<file path="src/rtl/memory_stage.sv">
// Memory pipeline stage: EX/MEM register, single-outstanding data-memory access FSM with
// timeout, and MEM/WB register feeding write-back.
module memory_stage #(
    parameter int unsigned WIDTH   = 32,
    parameter int unsigned RA_W    = 4,
    parameter int unsigned TIMEOUT = 255
) (
    input  logic             clk,
    input  logic             rst,
    input  logic             RegWE,
    input  logic             MemWE,
    input  logic             MemtoRegE,
    input  logic [WIDTH-1:0] ALUResultE,
    input  logic [WIDTH-1:0] WriteDataE,
    input  logic [RA_W-1:0]  WA3E,
    output logic [WIDTH-1:0] ALUResultM,
    output logic             mem_req,
    output logic             mem_we,
    output logic [WIDTH-1:0] mem_addr,
    output logic [WIDTH-1:0] mem_wdata,
    input  logic [WIDTH-1:0] mem_rdata,
    input  logic             mem_ack,
    output logic             StallM,
    output logic             mem_err,
    output logic             RegWriteW,
    output logic             MemtoRegW,
    output logic [WIDTH-1:0] ALUOutW,
    output logic [WIDTH-1:0] ReadDataW,
    output logic [RA_W-1:0]  WA3W
);

    localparam int unsigned     CntW    = (TIMEOUT > 1) ? $clog2(TIMEOUT) : 1;
    localparam logic [CntW-1:0] CntLast = CntW'(TIMEOUT - 1);

    typedef enum logic [0:0] {StIdle, StAccess} state_e;

    state_e          r_state;
    state_e          w_state_next;
    logic [CntW-1:0] r_cnt;
    logic [CntW-1:0] w_cnt_next;
    logic            r_err;
    logic            w_err_next;

    // EX/MEM register
    logic             r_reg_wm;
    logic             r_mem_wm;
    logic             r_memtoreg_m;
    logic [WIDTH-1:0] r_alu_m;
    logic [WIDTH-1:0] r_wdata_m;
    logic [RA_W-1:0]  r_wa3_m;

    // MEM/WB register
    logic             r_regwrite_w;
    logic             r_memtoreg_w;
    logic [WIDTH-1:0] r_alu_w;
    logic [WIDTH-1:0] r_rdata_w;
    logic [RA_W-1:0]  r_wa3_w;

    logic             w_memop;
    logic             w_is_load;
    logic             w_stall;
    logic [WIDTH-1:0] w_rdata_next;

    always_comb begin
        w_memop   = r_mem_wm | r_memtoreg_m;
        // A store that also claims MemtoReg is treated purely as a store.
        w_is_load = r_memtoreg_m & ~r_mem_wm;

        w_state_next = r_state;
        w_cnt_next   = r_cnt;
        w_err_next   = r_err;
        w_stall      = 1'b0;

        unique case (r_state)
            StIdle: begin
                if (w_memop) begin
                    w_state_next = StAccess;
                    w_cnt_next   = '0;
                    w_stall      = 1'b1;
                end
            end
            StAccess: begin
                if (mem_ack) begin
                    w_state_next = StIdle;
                end else if (r_cnt == CntLast) begin
                    w_state_next = StIdle;
                    w_err_next   = 1'b1;
                end else begin
                    w_cnt_next = r_cnt + 1'b1;
                    w_stall    = 1'b1;
                end
            end
            default: w_state_next = StIdle;
        endcase

        // Only a completing, acknowledged load carries data; timeouts and stores give zero.
        w_rdata_next = (w_is_load && (r_state == StAccess) && mem_ack) ? mem_rdata : '0;
    end

    always_ff @(posedge clk) begin
        if (rst) begin
            r_state      <= StIdle;
            r_cnt        <= '0;
            r_err        <= 1'b0;
            r_reg_wm     <= 1'b0;
            r_mem_wm     <= 1'b0;
            r_memtoreg_m <= 1'b0;
            r_alu_m      <= '0;
            r_wdata_m    <= '0;
            r_wa3_m      <= '0;
            r_regwrite_w <= 1'b0;
            r_memtoreg_w <= 1'b0;
            r_alu_w      <= '0;
            r_rdata_w    <= '0;
            r_wa3_w      <= '0;
        end else begin
            r_state <= w_state_next;
            r_cnt   <= w_cnt_next;
            r_err   <= w_err_next;

            if (!w_stall) begin
                r_reg_wm     <= RegWE;
                r_mem_wm     <= MemWE;
                r_memtoreg_m <= MemtoRegE;
                r_alu_m      <= ALUResultE;
                r_wdata_m    <= WriteDataE;
                r_wa3_m      <= WA3E;
                r_alu_w      <= r_alu_m;
                r_wa3_w      <= r_wa3_m;
                r_rdata_w    <= w_rdata_next;
            end

            // A stalled edge inserts a bubble into write-back.
            r_regwrite_w <= ~w_stall & r_reg_wm;
            r_memtoreg_w <= ~w_stall & w_is_load;
        end
    end

    assign ALUResultM = r_alu_m;
    assign mem_req    = (r_state == StAccess);
    assign mem_we     = r_mem_wm;
    assign mem_addr   = r_alu_m;
    assign mem_wdata  = r_wdata_m;
    assign StallM     = w_stall;
    assign mem_err    = r_err;
    assign RegWriteW  = r_regwrite_w;
    assign MemtoRegW  = r_memtoreg_w;
    assign ALUOutW    = r_alu_w;
    assign ReadDataW  = r_rdata_w;
    assign WA3W       = r_wa3_w;

endmodule
</file>
<file path="config.mk">
export PLATFORM = sky130hd
export DESIGN_NAME = memory_stage
export DESIGN_NICKNAME = d
export VERILOG_FILES = /design/src/rtl/memory_stage.sv
export SDC_FILE = /design/constraint.sdc
export NUM_CORES = 1
export LEC_CHECK = 0
export CAP_MARGIN = 20
export CELL_PAD_IN_SITES_DETAIL_PLACEMENT = 0
export CELL_PAD_IN_SITES_GLOBAL_PLACEMENT = 1
export CORE_MARGIN = 1
export CORE_UTILIZATION = 27
export CTS_BUF_LIST = sky130_fd_sc_hd__clkbuf_4 sky130_fd_sc_hd__clkbuf_8
export DETAILED_ROUTE_END_ITERATION = 12
export PLACE_DENSITY = 0.81
export SETUP_SLACK_MARGIN = 0.5
export SLEW_MARGIN = 25
export SYNTH_ARGS = -nofsm -noshare
export SYNTH_HDL_FRONTEND = slang
export SYNTH_SLANG_ARGS = --single-unit
</file>
<file path="constraint.sdc">
create_clock -name clk -period 1.8 [get_ports clk]
set_input_delay 0.36 -clock clk [delete_from_list [all_inputs] [get_ports clk]]
set_output_delay 0.36 -clock clk [all_outputs]
set_load 0.01 [all_outputs]
</file>
==> impl_metrics.py <==
# Flow results
metrics = {
    "pwr": {
        "power.group.top": "sequential cells",
        "swShare": 0.294,
        "ir_drop_mv": 0.506,
        "power_density_mw_per_mm2": 1110,
        "pg_comb_mw": 3.55,
        "p_int_mw": 7.32,
        "power_leakage_nw": 4.16,
        "p_switching_mw": 3.05,
        "power_mw": 10.4,
        "pg_seq_mw": 4.27,
    },
    "floorplanning": {
        "core_mm2": 0.0182,
        "nWellTaps": 229,
        "row_count": 49,
        "die_y_um": 139,
        "io_pins": 276,
        "die_w_um": 139,
    },
    "final_layout": {
        "seq_share": 0.339,
        "clock_buffers": 20,
        "comb_area_mm2": 0.00167,
        "n_fill_cell": 1575,
        "comb_share": 0.178,
        "final_layout_size_suffix_gt1_frac": 0.527,
        "fin_util": 0.515,
        "design_area_mm2": 0.00938,
        "buf_share": 0.411,
        "n_all_buffers": 362,
        "clk_share": 0.0405,
        "regArea_mm2": 0.00318,
        "logic_gate_count": 196,
    },
    "grt": {
        "grtUsageMet1": 0.177,
        "grt_first_pass_wirelength_mm": 24.7,
        "grt_max_degree": 46,
        "grt.met3_usage": 0.0606,
        "met2_usage": 0.288,
    },
    "logic_synthesis": {
        "synth_nets": 521,
        "syn_inst": 413,
        "yosys-top-cells-area": "dfxtp_1, a22o_1, buf_4",
        "yosys.area.top_type": "dfxtp_1",
        "yosysTopAreaCellShare": 0.593,
        "synthDistinctLibCells": 37,
        "yosysChipArea_mm2": 0.00510,
        "synth-seq-area-share": 0.593,
        "edf_count": 0,
        "synthArstFlopShare": 0,
        "netlist_area_mm2": 0.00510,
        "yosysWarnings": 0,
    },
    "route": {
        "routed_wl_mm": 16.5,
        "ant_nets": 0,
        "top_layer": "met4",
        "vias_per_cell": 4.68,
        "route.met2.wl_mm": 8.43,
        "drc": 0,
        "met3_length_mm": 1.21,
    },
    "worst_setup_path": {
        "cp.arrival_ps": 2300,
        "cpMostUsedCell": "and3_4",
        "cpMaxStageDelayCell": "dfxtp_2",
        "crit_chain": "inv_2, ha_4, and3_4, and3_4, buf_4, nor3_4, buf_6, buf_16, buf_12, clkbuf_16, a22o_1",
        "cp_max_fo": 4,
        "r2r-start": "r_cnt[0]$_SDFFE_PP0P_",
        "crit_end": "ReadDataW[3]$_SDFFE_PP0N_",
        "r2r_setup_slack_ps": -100,
        "crit_path_max_incr_delay_ps": 330,
        "cp-end-kind": "register",
        "critPathBufInv": 6,
    },
    "clocking": {
        "cts.repair.resized": 277,
        "postCtsSetupBuffers": 32,
        "hold_buffers": 0,
        "clk-insertion-delay-late_ps": 450,
        "cts-root-buf": "clkbuf_8",
    },
    "placement": {
        "io_buffer_count": 275,
        "place_area_mm2": 0.00801,
        "placed_cells": 883,
        "gp_congestion": 0.803,
    },
    "final_timing": {
        "finalCritPeriodShare": 1.06,
        "worst_slack_ps": -103,
        "hold_viol": 0,
        "setup_violations": 102,
        "timing.hold.ws_ps": 482,
        "drv_slew": 0,
    },
    "worst_hold_path": {
        "holdPathEnd": "ReadDataW[31]$_SDFFE_PP0N_",
    },
    "outcome": {
        "violations": "negative setup slack",
        "outcome": "complete, but fails checks",
    },
}
==> synth_stat cells (3+ instances only) <==
cell      instances
nand2_1           6
clkbuf_1          5
nor3_1            3
buf_2            15
dfxtp_1         151
and3_1            4
nor2_1            4
a22o_1          138
buf_6            11
nand3_1           5
nor4_1            3
buf_4            33
==> logic make-up after synthesis <==
kind of cell | synth area share
AND/OR/NAND/NOR | 0.0432
adder cells (fa/ha/maj) | 0.00491
AND-OR/OR-AND | 0.262
buffers and inverters | 0.0928
multiplexers | 0.00393
flip-flops | 0.593
==> layout by cell type, fill, tap and decap left out, drive strengths merged, types with 4 or more instances in the layout <==
cell type and n:
clkinv 7, clkbuf 36, buf 218, dfxtp 151, dlygate4sd2 18, inv 4, nand2 6, and3 4
nor2 5, nand3 5, a22o 138, clkdlybuf4s50 106, nor3 4
### Supply network

The bar under the picture is 50 um long. Pins as bars on the die edge.
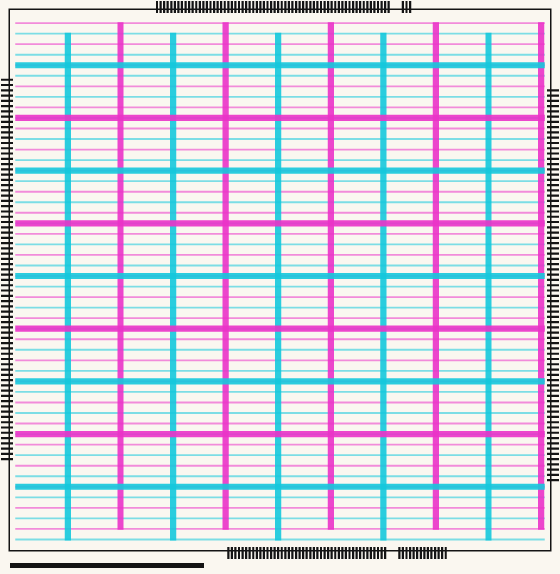
- VDD: magenta
- VSS: cyan
- rows: 49
- signal pins: 276
- met1 rails: 50
- met5 straps: 9
- met4 straps: 10

### Routed metal, one color a layer

The bar under the picture is 50 um long. Only two layers are drawn.
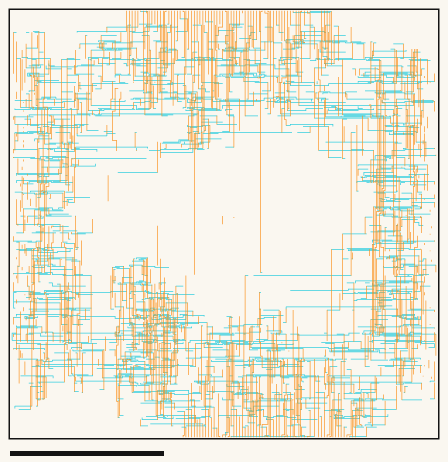
- met1: cyan (wire length 6600 um)
- met2: orange (wire length 8430 um)
via count: 4540
GRT Util Overall: 0.162
Routed WL per cell: 17.0 um

### Clock routing

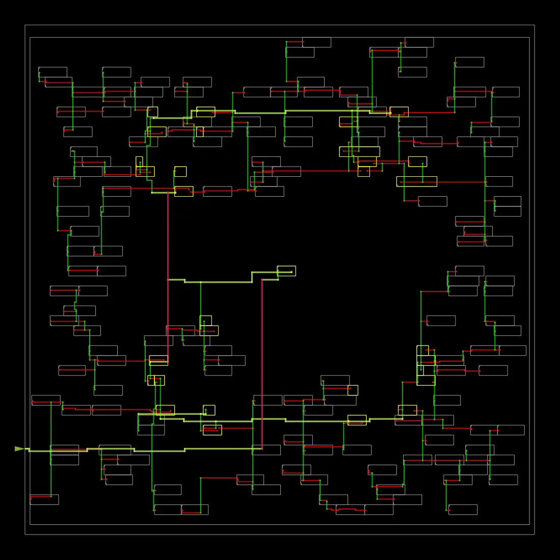
clock group total power: 2.55 mW
cts bufs inserted: 17

### The metal 2 layer

The bar under the picture is 50 um long.
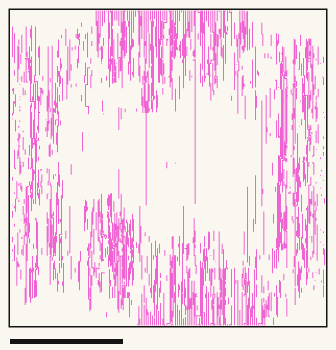
- nets with wire on the layer: 776
- wire length on this layer: 8430 um
- longest straight run: 63.9 um

Power and IR drop assume default switching activity.
